===== config.mk =====
export PLATFORM = sky130hd
export DESIGN_NAME = serial_adder
export DESIGN_NICKNAME = d
export VERILOG_FILES = /design/src/rtl/serial_adder.sv
export SDC_FILE = /design/constraint.sdc
export NUM_CORES = 1
export LEC_CHECK = 0
export CAP_MARGIN = 20
export CORE_ASPECT_RATIO = 1.4
export CORE_MARGIN = 10
export CORE_UTILIZATION = 35
export DETAILED_ROUTE_END_ITERATION = 6
export DONT_BUFFER_PORTS = 1
export GPL_ROUTABILITY_DRIVEN = 0
export PLACE_DENSITY = 0.52
export SETUP_SLACK_MARGIN = 0.1
export SLEW_MARGIN = 20
export SYNTH_ARGS = -nofsm -noshare
export SYNTH_HDL_FRONTEND = slang
export SYNTH_SLANG_ARGS = --single-unit

===== constraint.sdc =====
create_clock -name clk -period 2.5 [get_ports clk]
set_input_delay 0.625 -clock clk [delete_from_list [all_inputs] [get_ports clk]]
set_output_delay 0.625 -clock clk [all_outputs]
set_load 0.005 [all_outputs]

===== src/rtl/serial_adder.sv =====
// -----------------------------------------------------------------------------
// half_adder / serial_adder
//
// half_adder: the single-bit building block. sum = a ^ b, carry = a & b.
//
// serial_adder: bit-serial WIDTH-bit unsigned adder. One full-adder slice is
// built from two half_adder cells plus an OR of their carries, and a carry
// flop links successive bit positions. Operands arrive over a valid/ready
// handshake and are added LSB-first, one bit per clock. The WIDTH-bit sum and
// the carry out of the top bit are returned over a second valid/ready
// handshake.
//
// Ports (serial_adder):
//   clk        in   1      system clock, rising-edge active
//   rst_n      in   1      asynchronous active-low reset
//   in_valid   in   1      a_in/b_in hold a valid operand pair
//   in_ready   out  1      operand pair can be accepted (high only in IDLE)
//   a_in       in   WIDTH  operand A, unsigned
//   b_in       in   WIDTH  operand B, unsigned
//   out_valid  out  1      sum_out/cout_out hold a completed result
//   out_ready  in   1      downstream consumes the result
//   sum_out    out  WIDTH  (a_in + b_in) mod 2^WIDTH
//   cout_out   out  1      carry out of bit WIDTH-1
// -----------------------------------------------------------------------------

module half_adder (
   input  logic a,
   input  logic b,
   output logic sum,
   output logic carry
);

   assign sum   = a ^ b;
   assign carry = a & b;

endmodule

module serial_adder #(
   parameter int WIDTH = 8
) (
   input  logic             clk,
   input  logic             rst_n,
   input  logic             in_valid,
   output logic             in_ready,
   input  logic [WIDTH-1:0] a_in,
   input  logic [WIDTH-1:0] b_in,
   output logic             out_valid,
   input  logic             out_ready,
   output logic [WIDTH-1:0] sum_out,
   output logic             cout_out
);

   localparam int CW = (WIDTH > 1) ? $clog2(WIDTH) : 1;
   localparam logic [CW-1:0] LAST_BIT = CW'(WIDTH - 1);

   typedef enum logic [1:0] {
      IDLE,
      ADD,
      HOLD
   } state_t;

   state_t           state_q, state_d;
   logic [WIDTH-1:0] a_q, a_d;
   logic [WIDTH-1:0] b_q, b_d;
   logic [WIDTH-1:0] res_q, res_d;
   logic [WIDTH-1:0] sum_q, sum_d;
   logic             carry_q, carry_d;
   logic             cout_q, cout_d;
   logic [CW-1:0]    cnt_q, cnt_d;

   logic ha0_sum;
   logic ha0_carry;
   logic bit_sum;
   logic ha1_carry;
   logic bit_carry;

   // Full-adder slice: first cell adds the operand bits, second folds in the
   // carry from the previous bit. Both carries can never be high together,
   // so OR-ing them gives the majority function.
   half_adder u_ha0 (
      .a     (a_q[0]),
      .b     (b_q[0]),
      .sum   (ha0_sum),
      .carry (ha0_carry)
   );

   half_adder u_ha1 (
      .a     (ha0_sum),
      .b     (carry_q),
      .sum   (bit_sum),
      .carry (ha1_carry)
   );

   assign bit_carry = ha0_carry | ha1_carry;

   assign in_ready  = (state_q == IDLE);
   assign out_valid = (state_q == HOLD);
   assign sum_out   = sum_q;
   assign cout_out  = cout_q;

   // Next-state and datapath: operands shift right so bit 0 always feeds the
   // slice, and each new sum bit enters the result from the top. The result
   // registers are only written on the final add edge, so they hold the last
   // answer for as long as nobody starts and finishes another one.
   always_comb begin
      state_d = state_q;
      a_d     = a_q;
      b_d     = b_q;
      res_d   = res_q;
      sum_d   = sum_q;
      carry_d = carry_q;
      cout_d  = cout_q;
      cnt_d   = cnt_q;

      case (state_q)
         IDLE: begin
            if (in_valid) begin
               state_d = ADD;
               a_d     = a_in;
               b_d     = b_in;
               carry_d = 1'b0;
               cnt_d   = '0;
               res_d   = '0;
            end
         end
         ADD: begin
            a_d     = {1'b0, a_q[WIDTH-1:1]};
            b_d     = {1'b0, b_q[WIDTH-1:1]};
            carry_d = bit_carry;
            res_d   = {bit_sum, res_q[WIDTH-1:1]};
            cnt_d   = cnt_q + CW'(1);
            if (cnt_q == LAST_BIT) begin
               state_d = HOLD;
               sum_d   = {bit_sum, res_q[WIDTH-1:1]};
               cout_d  = bit_carry;
            end
         end
         HOLD: begin
            if (out_ready) begin
               state_d = IDLE;
            end
         end
         default: begin
            state_d = IDLE;
         end
      endcase
   end

   // State register; reset clears everything, so an in-flight add is simply
   // abandoned and never produces a result.
   always_ff @(posedge clk or negedge rst_n) begin
      if (!rst_n) begin
         state_q <= IDLE;
         a_q     <= '0;
         b_q     <= '0;
         res_q   <= '0;
         sum_q   <= '0;
         carry_q <= 1'b0;
         cout_q  <= 1'b0;
         cnt_q   <= '0;
      end else begin
         state_q <= state_d;
         a_q     <= a_d;
         b_q     <= b_d;
         res_q   <= res_d;
         sum_q   <= sum_d;
         carry_q <= carry_d;
         cout_q  <= cout_d;
         cnt_q   <= cnt_d;
      end
   end

endmodule


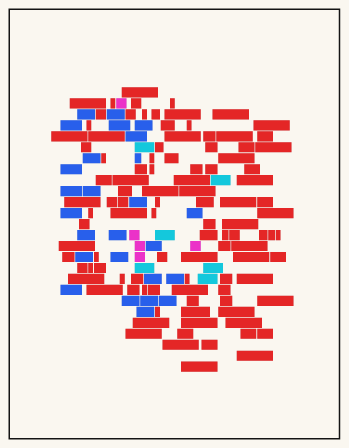
Run 1: drive-strength map
legend:
  x3 and x4:
    colour: magenta
    cells: 5
  x6 and larger:
    colour: cyan
    cells: 6
  x2:
    colour: blue
    cells: 26
  x1 and smaller:
    colour: red
    cells: 103
Final WS setup: 694 ps
post-route cell area: 1990 µm²

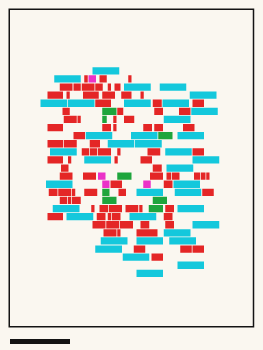
Run 1: placement by cell class
Bar = 20 µm.
legend:
  remaining logic cells:
    colour: red
    cells: 90
  clock drivers and dummy loads:
    colour: green
    cells: 8
  remaining buffers and delay cells:
    colour: magenta
    cells: 4
  registers:
    colour: cyan
    cells: 38
final core occ: 0.385
Rows: 31
Seq/total area: 0.479
area of the core: 5160 µm²

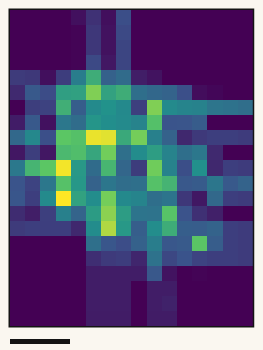
Run 1: wiring heat map
Bar = 20 µm. 16 x 21 tiles, from dark purple (low) to yellow (high), scaled to the fullest tile. Values are wire area over tile area, all layers added.
emptiest ninth of the die: south-west
densest ninth of the die: centre
fullest tile: 0.31
tiles over half the peak: 13%
DRT Wirelength: 3580 µm
gr usage total: 0.0875
WL per Instance: 17.4 µm
routed vias: 1090

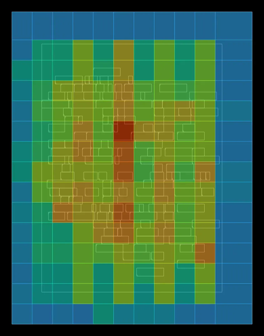
Run 1: routing congestion map
met3 Resource Use GR: 0.0447
busiest layer in global routing: met2
met2 Use GR: 0.134
met1 usage: 0.0995

==> flow_summary.yaml, run 1 <==
# synthesis and place-and-route metrics
cts:
  cts_made_buffers: 5
  tritoncts: "done"
  post_cts_buffers: 0
  clockRootBuffer: "clkbuf_8"
  clk_pin_slew_ps: 70
  htreeDepth: 2
  cts.sinks: 38
  cts_resized: 0
  clock_path_buffers: 2
  clock.latency.late_pin_ps: 290
  cts.hold.buffers_added: 0
global_route:
  grt_max_degree: 39
  antenna_found_initial: 0
  grt_pass1_wl_um: 5960
  grt_overflow: 0
  grt_pass1_vias: 1170
cells_and_area:
  comb_share: 0.386
  drive_above_1_share: 0.264
  lay_top_cells: "dfrtp_1 (38), inv_1 (16), a211oi_2 (12), a22o_1 (10), mux2_1 (9)"
  signal_buffers: 4
  seq_area_um2: 951
  clk_share: 0.0479
  design.seq.count: 38
  fin_cells: 206
  logic_area_um2: 767
  multi_input_comb_cells: 74
  nFillCells: 507
  layout.nets: 162
  synthToLayoutAreaGrowth_pct: 7.08
  lay_top_count: "dfrtp_1"
  buffer_area_frac: 0.0151
  inv_count: 16
  diodes: 0
  layout.area.top_class: "flip-flops and latches"
  nClkBuffers: 6
power_and_ir_drop:
  pg_seq_mw: 1.10
  swShare: 0.349
  p_per_area_nw_per_um2: 1200
  p_switching_mw: 0.830
  power.internal_mw: 1.55
  ir_worst_vdd_v: 0.000424
  clkPwrFrac: 0.184
  leakagePower_nw: 0.854
  comb_power_share: 0.352
  power_leader: "sequential cells"
  clock_power_mw: 0.439
  totalPowerFinal_mw: 2.38
  pwr-share-seq: 0.464
  comb-power_mw: 0.839
timing:
  fin_crit_ps: 1810
  finalMaxSlewViolations: 0
  hold-worst-slack_ps: 26.6
  worst_pin_slew_ps: 487
  skew_ps: 5.10
  hold_viol: 0
  tns_ps: 0
  rsz0062_at_grt: "false"
  fmax_mhz: 554
  period_used_share: 0.723
  maxSlewHeadroom: 0.674
  finalSetupViolCount: 0
logic_synthesis:
  synth_warnings: 0
  yosys-stat-cells: 139
  postSynthCellCount: 139
  syn_area_per_cell_um2: 13.3
  synthesis.nets: 162
  yosys.stat.seqShare: 0.513
  synth-area-yosys_um2: 1850
  netlist_area_um2: 1850
  yosysUniqueCellTypes: 29
  ys.flops: 38
critical_path:
  cpMaxStageDelayCell: "dfrtp_1"
  slowest_delay_ps: 520
  cp_top_family: "flip-flops"
  required_ps: 1880
  crit_path_start_kind: "register"
  worst-setup-path-type: "reg2out"
  crit_path_max_fanout: 11
  crit_chain: "nor2_1"
  crit_buf_inv: 0
  crit_arrival_ps: 1180
  cp-end-kind: "output port"
drt:
  first_iter_violations: 79
  dr.max_layer_used: "met4"
  drt-met1-wl_um: 1420
  dr.pass1.iters: 4
  wl_met3_um: 321
  viasPerCell: 5.29
  drtAntennaViolNets: 0
  drc: 0
  met2WireLength_um: 1810
placed_design:
  numPortBuffers: 0
  placed_area_um2: 1890
  hpwlAfterDp_um: 2580
  place_ws_ps: 812
  dp_cells: 198
flow_run:
  maxCapViolCount: 0
  warnings: 26
die:
  fp-utilization: 0.359
  die_w_um: 81.5
  pin_count: 31
  well_tap_count: 66
  die_h_um: 106
  die_area_um2: 8650
outcome:
  outcome: "finished clean"
min_path:
  hp-class: "in2async"
## run 1: sequential cells by signal (all words and copies together), names as in the netlist
| signal | flops |
|---|---|
| res_q | 7 |
| cout_out | 1 |
| b_q | 8 |
| state_q | 2 |
| cnt_q | 3 |
| carry_q | 1 |
| a_q | 8 |
| sum_out | 8 |
## run 1: worst paths after layout
path	start	end	slack, ps	depth (start not counted)
max reg2reg	cnt_q[0]	sum_out[5]	870	4
min reg2reg	res_q[1]	sum_out[0]	500	1
max	state_q[1]	in_ready	690	1
min	rst_n	sum_out[6]	30	0
min in group clk	out_ready	state_q[1]	440	1
max in group asynchronous	rst_n	b_q[2]	2390	0
## run 1: cell usage after synthesis, drive strengths merged
master / count / area (µm²)
a211oi: 12 / 150
nor2: 1 / 3.75
buf: 10 / 72.6
o21bai: 1 / 11.3
a222oi: 2 / 20.0
nor3b: 12 / 110
clkbuf: 1 / 3.75
fa: 1 / 20.0
nor2b: 2 / 12.5
ha: 2 / 25.0
mux2: 10 / 113
a32o: 1 / 10.0
a22o: 10 / 87.6
nand2b: 1 / 6.26
inv: 16 / 60.1
a21oi: 1 / 5.00
o21ai: 1 / 5.00
o311ai: 1 / 8.76
and2b: 1 / 7.51
dfrtp: 38 / 951
nor4b: 12 / 149
nand4bb: 1 / 11.3
nand2: 1 / 3.75
nand3b: 1 / 7.51
## run 1: kinds of logic (layout without fill, tap and decap cells)
| logic type | after synthesis | count (layout) | synth area share |
|---|---|---|---|
| and+or+nand+nor | 32 | 32 | 0.168 |
| adders and majority gates | 3 | 3 | 0.0243 |
| DFF | 38 | 38 | 0.513 |
| buffers and inverters | 27 | 28 | 0.0735 |
| AOI/OAI and AO/OA | 29 | 29 | 0.161 |
| muxes | 10 | 10 | 0.0607 |
==> run 2: changes to the inputs <==
- PLACE_DENSITY: 0.52 -> 0.54
- clock period: 2.5 -> 1.6 ns (I/O delays scaled with it)
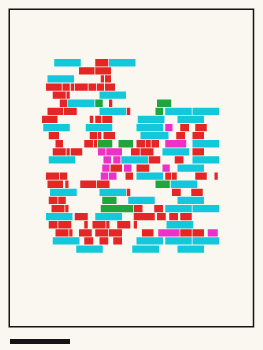
Run 2: placement by cell class
Bar = 20 µm.
legend:
  remaining logic cells:
    colour: red
    cells: 90
  remaining buffers and delay cells:
    colour: magenta
    cells: 13
  registers:
    colour: cyan
    cells: 38
  clock drivers and dummy loads:
    colour: green
    cells: 8
Seq/total area: 0.450
post-route cell area: 2120 µm²
final core occ: 0.410

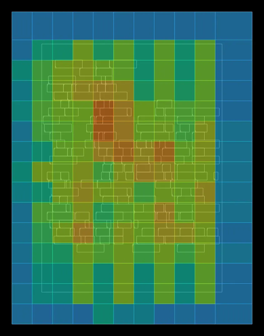
Run 2: routing congestion map
met1 usage: 0.105
WL per Instance: 16.5 µm
met3 Resource Use GR: 0.0464

==> run 2 against run 1 <==
Utilization grew 2.5 points. Critical path depth grew 4. First-iteration DRC count shrank 43%. Die area is the same. Setup slack lost 580 ps. Sequential power grew 55%. Cell count grew 4.4%. Via count grew 1.8%. Register-to-register slack lost 760 ps. Largest power group unchanged.
==> flow_summary.yaml, run 2 <==
# synthesis and place-and-route metrics
outcome:
  outcome: "finished clean"
critical_path:
  crit_path_max_fanout: 10
  crit_path_start_kind: "register"
  ff2ff_path_depth: 5
  critical_path.startpoint: "cnt_q[0]"
  reg2reg_from: "cnt_q[0]"
  required_ps: 1770
  crit_arrival_ps: 1660
  cp-end-kind: "register"
  r2r_end: "sum_out[3]"
  r2r_slack_ps: 110
logic_synthesis:
  ys.flops: 38
  syn_area_per_cell_um2: 13.3
  topCombFamilyByArea: "simple AND/OR/NAND/NOR gates"
  synthesis.nets: 162
  simple_gate_share: 0.168
  yosysUniqueCellTypes: 29
  adder_share: 0.0243
  yosysTopAreaCell: "dfrtp_1"
  aoi_share: 0.161
  synth-edff-count: 0
  synth-area-yosys_um2: 1850
  common_cells: "dfrtp_1 (38), inv_1 (16), a211oi_2 (12)"
  yosys.stat.seqShare: 0.513
  ff_type: "dfrtp_1"
  yosys-stat-cells: 139
  netlist_area_um2: 1850
  area_leaders: "dfrtp_1 (51%), a211oi_2 (8.1%), nor4b_2 (5.7%)"
  synth_warnings: 0
  top_area_frac: 0.513
  yosys.area_share.xor_xnor: 0
  synth.most_common_cell: "dfrtp_1"
flow_run:
  warnings: 28
  maxCapViolCount: 0
placed_design:
  place_ws_ps: 97.2
  placed_area_um2: 1930
  hpwlAfterDp_um: 2410
  dp_cells: 201
  numPortBuffers: 0
drt:
  first_iter_violations: 45
  drc: 0
  routed_wirelength_um: 3560
  vias: 1110
  viasPerCell: 5.16
  drtAntennaViolNets: 0
power_and_ir_drop:
  totalPowerFinal_mw: 4.00
  power.internal_mw: 2.64
  pwr-share-seq: 0.428
  leakagePower_nw: 0.914
  p_per_area_nw_per_um2: 1890
  comb_power_share: 0.370
  p_switching_mw: 1.36
  clkPwrFrac: 0.203
  swShare: 0.340
  ir_worst_vdd_v: 0.000630
die:
  die_w_um: 81.5
  num_rows: 31
  die_area_um2: 8650
  pin_count: 31
  fp-utilization: 0.359
  die_h_um: 106
  core_area_um2: 5160
  well_tap_count: 66
cells_and_area:
  lay_top_cells: "dfrtp_1 (37), inv_1 (16), a211oi_2 (12), a22o_1 (10)"
  diodes: 0
  lay_top_count: "dfrtp_1"
  drive_above_1_share: 0.315
  layout.area.top_class: "flip-flops and latches"
  signal_buffers: 13
  fin_cells: 215
  design.seq.count: 38
  seq_area_um2: 952
  comb_share: 0.366
  synthToLayoutAreaGrowth_pct: 14.1
  logic_area_um2: 774
  layout.nets: 171
  multi_input_comb_cells: 74
  nFillCells: 485
  nClkBuffers: 5
  clk_share: 0.0538
  inv_count: 16
cts:
  cts_made_buffers: 5
  clock_path_buffers: 2
  clockRootBuffer: "clkbuf_8"
  cts.sinks: 38
  clock.latency.late_pin_ps: 290
  htreeDepth: 2
  clk_pin_slew_ps: 80
timing:
  finalMaxSlewViolations: 0
  period_used_share: 0.929
  maxSlewHeadroom: 0.698
  hold_viol: 0
  rsz0062_at_grt: "true"
  fin_crit_ps: 1490
  fin_ws_ps: 114
  tns_ps: 0
  skew_ps: 7.90
  worst_pin_slew_ps: 453
  finalSetupViolCount: 0
  fmax_mhz: 673
global_route:
  grt_max_degree: 39
  grt_overflow: 0
  antenna_found_initial: 0
  grt_pass1_vias: 1127
min_path:
  whs_endpoint: "state_q[1]"
  hp-class: "in2reg"
  holdCritStartpoint: "out_ready"
==> run 2: cell types whose count changed in the layout (fill, tap and decap cells not counted), sizes merged <==
| cell | delta |
|---|---|
| buf | +8 |
| bufinv | +1 |
| clkbuf | -1 |
| clkinv | -1 |
| clkinvlp | +1 |
| dlygate4sd3 | +1 |
==> run 2: worst max-delay path by stage <==
stage                 endpoint  slack, ps  cells after the start
detailed placement  sum_out[3]        100                      5
global placement    sum_out[1]        160                      5
CTS                 sum_out[0]        100                      5
finish              sum_out[3]        110                      5
floorplan             cout_out        140                      5
global route        sum_out[1]         40                      5
==> run 2: metal layers <==
layer  track usage  part of all wire  vias up
met3        0.0464             0.086        4
li1              -                 -      522
met2         0.125              0.47       30
met1         0.105              0.44      554
met4        0.0298            0.0093        0
met5             0                 0        -
==> run 2: critical path: stages (launching register included) <==
cell and delay, ps:
dfrtp_1 400, ha_1 200, ha_1 190, nand3b_1 130, buf_12 140, mux2_1 320
==> run 2: what timing repair did <==
action                                  CTS  global route
resized                                   2             3
pin swaps                                 1             1
hold buffers                              2             0
endpoints found under the setup margin    4            11
hold endpoints to repair                 38             0
setup buffers                             1             3
==> run 2: power groups by stage <==
| stage | clock network (mW) | logic [mW] | registers (mW) |
|---|---|---|---|
| 6_report | 0.811 | 1.48 | 1.71 |
| 5_1_grt | 0.884 | 1.65 | 1.77 |
| 4_1_cts | 0.840 | 1.46 | 1.72 |
| 3_5_place_dp | 0 | 1.40 | 1.74 |
| 3_3_place_gp | 0 | 1.36 | 1.72 |
| 2_1_floorplan | 0 | 1.23 | 1.63 |
Power is estimated from default activity; no workload was simulated.
